===== src/rtl/ej32_xu_sched.sv =====
// Two-requester scheduler for the extended arithmetic unit (mul/div/rem/shifts).
// Round-robin grant, one operation in flight, div/rem busy wait with timeout abort.
module ej32_xu_sched #(
  parameter int DSZ = 32,
  parameter int TMO = 64
) (
  input  logic             clk,
  input  logic             rst_n,
  input  logic [1:0]       rq_v,
  input  logic [5:0]       rq_op,
  input  logic [2*DSZ-1:0] rq_s,
  input  logic [2*DSZ-1:0] rq_t,
  output logic [1:0]       gnt,
  output logic [1:0]       done,
  output logic             err,
  output logic [DSZ-1:0]   res,
  output logic             xu_start,
  output logic [2:0]       xu_op,
  output logic [DSZ-1:0]   xu_s,
  output logic [DSZ-1:0]   xu_t,
  input  logic             xu_busy,
  input  logic [DSZ-1:0]   xu_res
);
  localparam int NREQ = 2;
  localparam int CW   = $clog2(TMO + 1);

  typedef enum logic [1:0] {IDLE, ISSUE, WAIT, DONE} st_t;

  st_t                       st;
  logic                      lp, win, nxt;
  logic [CW-1:0]             cnt;
  logic [DSZ-1:0]            r_q;
  logic                      e_q;
  logic [NREQ-1:0][2:0]      op_a;
  logic [NREQ-1:0][DSZ-1:0]  s_a, t_a;
  logic                      op_div, op_bad, t_zero;

  for (genvar i = 0; i < NREQ; i++) begin : g_req
    assign op_a[i] = rq_op[3*i +: 3];
    assign s_a[i]  = rq_s[DSZ*i +: DSZ];
    assign t_a[i]  = rq_t[DSZ*i +: DSZ];
  end

  // On conflict the requester that was not served last wins.
  assign nxt    = (&rq_v) ? ~lp : rq_v[1];
  assign op_div = (xu_op == 3'd1) || (xu_op == 3'd2);
  assign op_bad = xu_op[2] & xu_op[1];
  assign t_zero = (xu_t == '0);

  always_ff @(posedge clk or negedge rst_n) begin
    if (!rst_n) begin
      st       <= IDLE;
      gnt      <= '0;
      done     <= '0;
      err      <= 1'b0;
      res      <= '0;
      xu_start <= 1'b0;
      xu_op    <= '0;
      xu_s     <= '0;
      xu_t     <= '0;
      lp       <= 1'b1;
      win      <= 1'b0;
      cnt      <= '0;
      r_q      <= '0;
      e_q      <= 1'b0;
    end else begin
      gnt      <= '0;
      done     <= '0;
      xu_start <= 1'b0;
      case (st)
        IDLE: if (|rq_v) begin
          win   <= nxt;
          gnt   <= nxt ? 2'b10 : 2'b01;
          xu_op <= op_a[nxt];
          xu_s  <= s_a[nxt];
          xu_t  <= t_a[nxt];
          st    <= ISSUE;
        end
        ISSUE: begin
          if (op_bad || (op_div && t_zero)) begin
            r_q <= '0;
            e_q <= 1'b1;
            st  <= DONE;
          end else begin
            xu_start <= 1'b1;
            if (op_div) begin
              cnt <= '0;
              st  <= WAIT;
            end else begin
              // Combinational ops: unit output is already valid from the latched operands.
              r_q <= xu_res;
              e_q <= 1'b0;
              st  <= DONE;
            end
          end
        end
        WAIT: begin
          cnt <= cnt + 1'b1;
          // First WAIT cycle covers the unit's busy latency, so busy is not trusted yet.
          if ((cnt != '0) && !xu_busy) begin
            r_q <= xu_res;
            e_q <= 1'b0;
            st  <= DONE;
          end else if (cnt == CW'(TMO - 1)) begin
            r_q <= '0;
            e_q <= 1'b1;
            st  <= DONE;
          end
        end
        DONE: begin
          done <= win ? 2'b10 : 2'b01;
          res  <= r_q;
          err  <= e_q;
          lp   <= win;
          st   <= IDLE;
        end
        default: st <= IDLE;
      endcase
    end
  end
endmodule


===== config.mk =====
export PLATFORM = sky130hd
export DESIGN_NAME = ej32_xu_sched
export DESIGN_NICKNAME = d
export VERILOG_FILES = /design/src/rtl/ej32_xu_sched.sv
export SDC_FILE = /design/constraint.sdc
export NUM_CORES = 1
export LEC_CHECK = 0
export CAP_MARGIN = 30
export CORE_ASPECT_RATIO = 0.8
export CORE_MARGIN = 4
export CORE_UTILIZATION = 47
export DETAILED_ROUTE_END_ITERATION = 8
export HOLD_SLACK_MARGIN = 0.08
export PLACE_DENSITY = 0.87
export RECOVER_POWER = 100
export SLEW_MARGIN = 20
export SYNTH_ARGS = -nofsm -noshare
export SYNTH_HDL_FRONTEND = slang
export SYNTH_SLANG_ARGS = --single-unit
export TNS_END_PERCENT = 20

===== constraint.sdc =====
create_clock -name clk -period 5.35 [get_ports clk]
set_clock_uncertainty 0.05 [all_clocks]
set_input_delay 0.535 -clock clk [delete_from_list [all_inputs] [get_ports clk]]
set_output_delay 0.535 -clock clk [all_outputs]
set_load 0.005 [all_outputs]

==> impl_metrics.env <==
# yosys + openroad results
export IMPL_status="complete, but fails checks"
export IMPL_violations="capacitance limit, slew limit"
export IMPL_synth_seq_share_pct=55.7
export IMPL_fin_total_pwr_mw=5.53
export IMPL_hold_class="primary input to async pin"
export IMPL_grt_max_degree=98
export IMPL_numCtsBuffers=17
export IMPL_fp_nets=769
export IMPL_top_cells_by_count="dfrtp_1, nand2_1, o21ai_0, mux2i_1, mux2_2"
export IMPL_pwr_share_clk_pct=20.2
export IMPL_final_setup_tns_ns=0
export IMPL_p_per_area_nw_per_um2=550
export IMPL_ff_type="dfrtp_1"
export IMPL_swShare_pct=36.4
export IMPL_max_slew_margin_pct=-92.9
export IMPL_area_leaders="dfrtp_1, mux2_2, mux2i_1, nand2_1, o2bb2ai_1"
export IMPL_startpoint_type="flip-flop"
export IMPL_fill_cells=884
export IMPL_clk_path_buf_depth=2
export IMPL_setup_viol_count_final=0
export IMPL_firstDrtPassIters=5
export IMPL_cts_root_buf="clkbuf_16"
export IMPL_required_ns=5.60
export IMPL_avgSynthCellArea_um2=11.3
export IMPL_cts_htree_levels=4
export IMPL_drive_gt1_share_pct=9.55
export IMPL_slew_viol_final=116
export IMPL_num_rows=38
export IMPL_ys_cells=592
export IMPL_die_height_um=115
export IMPL_dieArea_um2=16200
export IMPL_place_gp_congestion=0.870
export IMPL_drt_initial_drc_count=314
export IMPL_p_switching_mw=2.01
export IMPL_synthCells=592
export IMPL_synth_cell_type_count=47
export IMPL_critPathArrivalTime_ns=4.30
export IMPL_cpMaxStageDelayCell="o211ai_1"
export IMPL_rsz0062_at_grt="false"
export IMPL_path_clk_slew_ns=0.06
export IMPL_internal_power_mw=3.52
export IMPL_overflow=0
export IMPL_die_w_um=142
export IMPL_yosys_area_top_type_share_pct=55.3
export IMPL_edf_count=0
export IMPL_core_um2=13700
export IMPL_p_comb_share_pct=43.8
export IMPL_yosys_stat_chipArea_um2=6700
export IMPL_r2r_slack_ns=1.30
export IMPL_worstReg2RegStart="cnt[1]"
export IMPL_fmax_mhz=247
export IMPL_hold_ws_ns=0.145
export IMPL_syn_area_um2=6700
export IMPL_crit_path_end="e_q"
export IMPL_dp_hpwl_um=14900
export IMPL_antenna_found_initial=0
export IMPL_hold_violations=0
export IMPL_antennaDiodeCount=0
export IMPL_seqPwrFrac_pct=36.0
export IMPL_cap_violations=2
export IMPL_nets=1025
export IMPL_async_flop_share_pct=100
export IMPL_critPathCaptureType="flip-flop"
export IMPL_postCtsSetupBuffers=0
export IMPL_cts_hold_buf=0
export IMPL_drtAntennaViolNets=0
export IMPL_yosysTopAreaCell="dfrtp_1"
export IMPL_ys_warn_count=0
export IMPL_max_vdd_ir_drop_uv=320
export IMPL_crit_start="cnt[1]"
export IMPL_reg2reg_to="e_q"
export IMPL_finalClockPeriodUsage_pct=75.7
export IMPL_preCtsSetupSlack_ns=2.36
export IMPL_critPathMaxStageDelay_ns=0.95
export IMPL_tritoncts="yes"
export IMPL_post_cts_resized=0
export IMPL_period_needed_ns=4.05
export IMPL_yosysMostFrequentCell="dfrtp_1"
export IMPL_path_max_fanout=33
export IMPL_grt_pass1_wl_um=31300
-- cell type report --
class	count	area, µm²	share of cell area [%]
Clock buffer	22	474	4.72
Clock inverter	8	77.6	0.771
Tap cell	180	225	2.24
Multi-Input combinational cell	389	2700	26.9
Sequential cell	149	3730	37.1
Timing Repair Buffer	285	2830	28.1
Inverter	6	22.5	0.224
-- metrics by stage --
step                std cells  instance area (µm²)
floorplan                 592                 6700
global placement         1005                 9510
detailed placement       1006                 9520
CTS                      1036                10100
global route             1039                10100
finish                   1039                10100
-- flip-flops by register name, indices dropped and copies added (netlist names) --
signal / cells
cnt: 7
done: 2
e_q: 1
err: 1
gnt: 2
lp: 1
r_q: 32
res: 32
st: 2
win: 1
xu_op: 3
xu_s: 32
xu_start: 1
xu_t: 32
-- power groups by stage --
stage / Sequential [mW] / Combinational (mW) / Clock [mW]
floorplan: 1.97 / 1.34 / 0
global placement: 1.98 / 2.45 / 0
detailed placement: 2.02 / 2.54 / 0
CTS: 2.01 / 2.56 / 1.13
global route: 2.05 / 2.63 / 1.18
finish: 1.99 / 2.42 / 1.12
-- critical path: cells and delay by family, from the launching register on --
family          cells  cell delay [ns]
compound gates      1             0.95
simple gates        3             0.98
flops               1             0.37
buf+inv             1             0.89
mux                 1             0.46
fa+ha+maj           1             0.22
-- worst min path at each step --
stage | slack, ns | endpoint | startpoint
after global routing | 0.23 | res[1] | rst_n
after CTS | 0.17 | res[8] | rst_n
final | 0.15 | res[9] | rst_n
after detailed placement | 0.42 | xu_s[22] | xu_s[22]
after global placement | 0.41 | xu_s[16] | xu_s[16]
after floorplan | 0.19 | cnt[0] | rst_n
-- cells by family after synthesis --
kind of cell	after synthesis	synth area share [%]
flops	149	55.7
mux	73	11.6
simple gates	154	12.0
fa+ha+maj	6	1.12
xor+xnor	1	0.131
compound gates	155	15.6
buf+inv	54	3.88
-- layout by cell type, fill, tap and decap left out, types with 3 or more instances in the layout --
cell / count
clkdlybuf4s50_1: 168
dfrtp_1: 148
dlygate4sd3_1: 106
nand2_1: 82
o21ai_0: 71
mux2i_1: 38
mux2_2: 34
nand4_1: 33
o2bb2ai_1: 32
a22oi_1: 29
clkbuf_16: 17
nor2_1: 7
inv_1: 6
nand3_1: 6
ha_1: 6
clkbuf_1: 6
nor4_2: 4
nor4_1: 4
a21oi_1: 4
and2_0: 3
a31oi_1: 3
nand3b_1: 3
clkbuf_8: 3
clkinv_2: 3
buf_4: 3
-- routing by layer --
metal	vias to the layer above	part of all wire (%)	track usage (%)
li1	2691	-	-
met1	2779	39	30.3
met2	276	50	41.9
met3	54	7.5	6.24
met4	0	3.6	11.6
met5	-	0	0
Fig. 1: sizing map
The bar under the picture is 50 µm long.
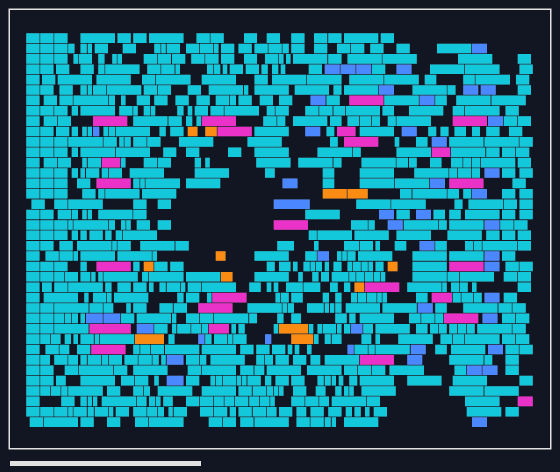
size	color	cells
_6 and larger	magenta	24
_2 cells	blue	46
_0 and _1 cells	cyan	777
_3 and _4 cells	orange	12
bufs w/o clock: 285
Area Overhead vs Synth: 50.1%
Final Cell Area: 10100 µm²
final worst setup slack: 1.30 ns

Fig. 2: register map, names as in the netlist
The bar under the picture is 50 µm long. Other sequential cells in the stronger gray, the rest of the logic in the fainter gray.
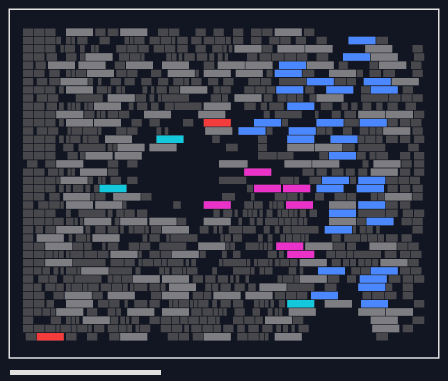
signal	color	flops
xu_op	cyan	3
gnt	red	2
r_q	blue	32
cnt	magenta	7
not colored	105
seq pwr: 1.99 mW
Core Util, Final: 73.2%
sequential cell area: 3730 µm²
Seq/total area: 37.1%

Fig. 3: I/O nets highlighted
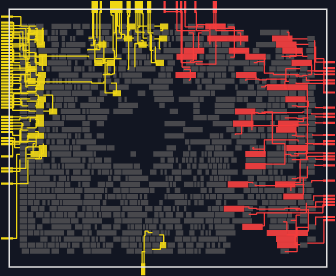
port	color	direction	edge	end cells	buffers	wire
rq_s	yellow	input	44 left, 18 top, 2 bottom	32	64	1260 µm
res	red	output	25 right, 7 top	32	32	1060 µm
I/O Buffers: 275
Ports: 276

Fig. 4: the clock network
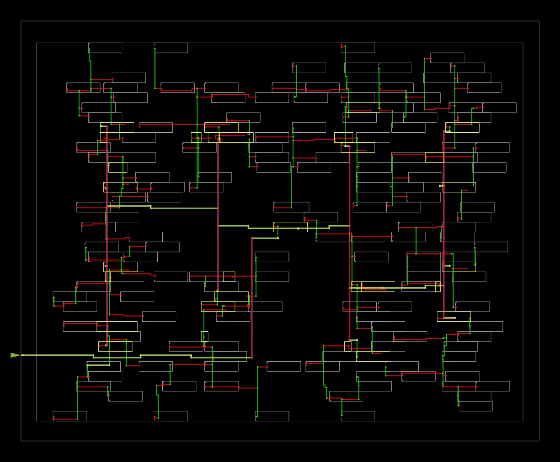
Worst-Skew Late Latency: 0.42 ns
Power Clock: 1.12 mW
# clock sinks: 149
CLK BUF: 22

Fig. 5: metal layers overlaid
The bar under the picture is 50 µm long.
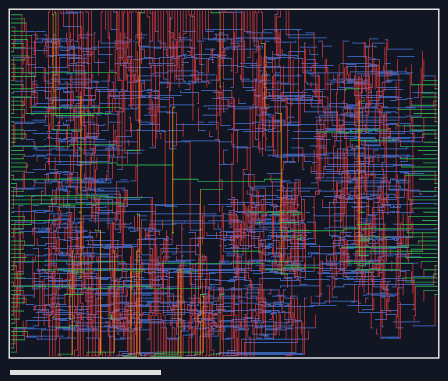
layer	color	wire length
metal 3	green	1550 µm
metal 1	blue	8000 µm
metal 4	orange	746 µm
metal 2	red	10300 µm
via count: 5800
WL final: 20600 µm
Tot GR Track Use: 24.8%
DR WL/cell: 19.9 µm

Power and IR drop assume default switching activity.
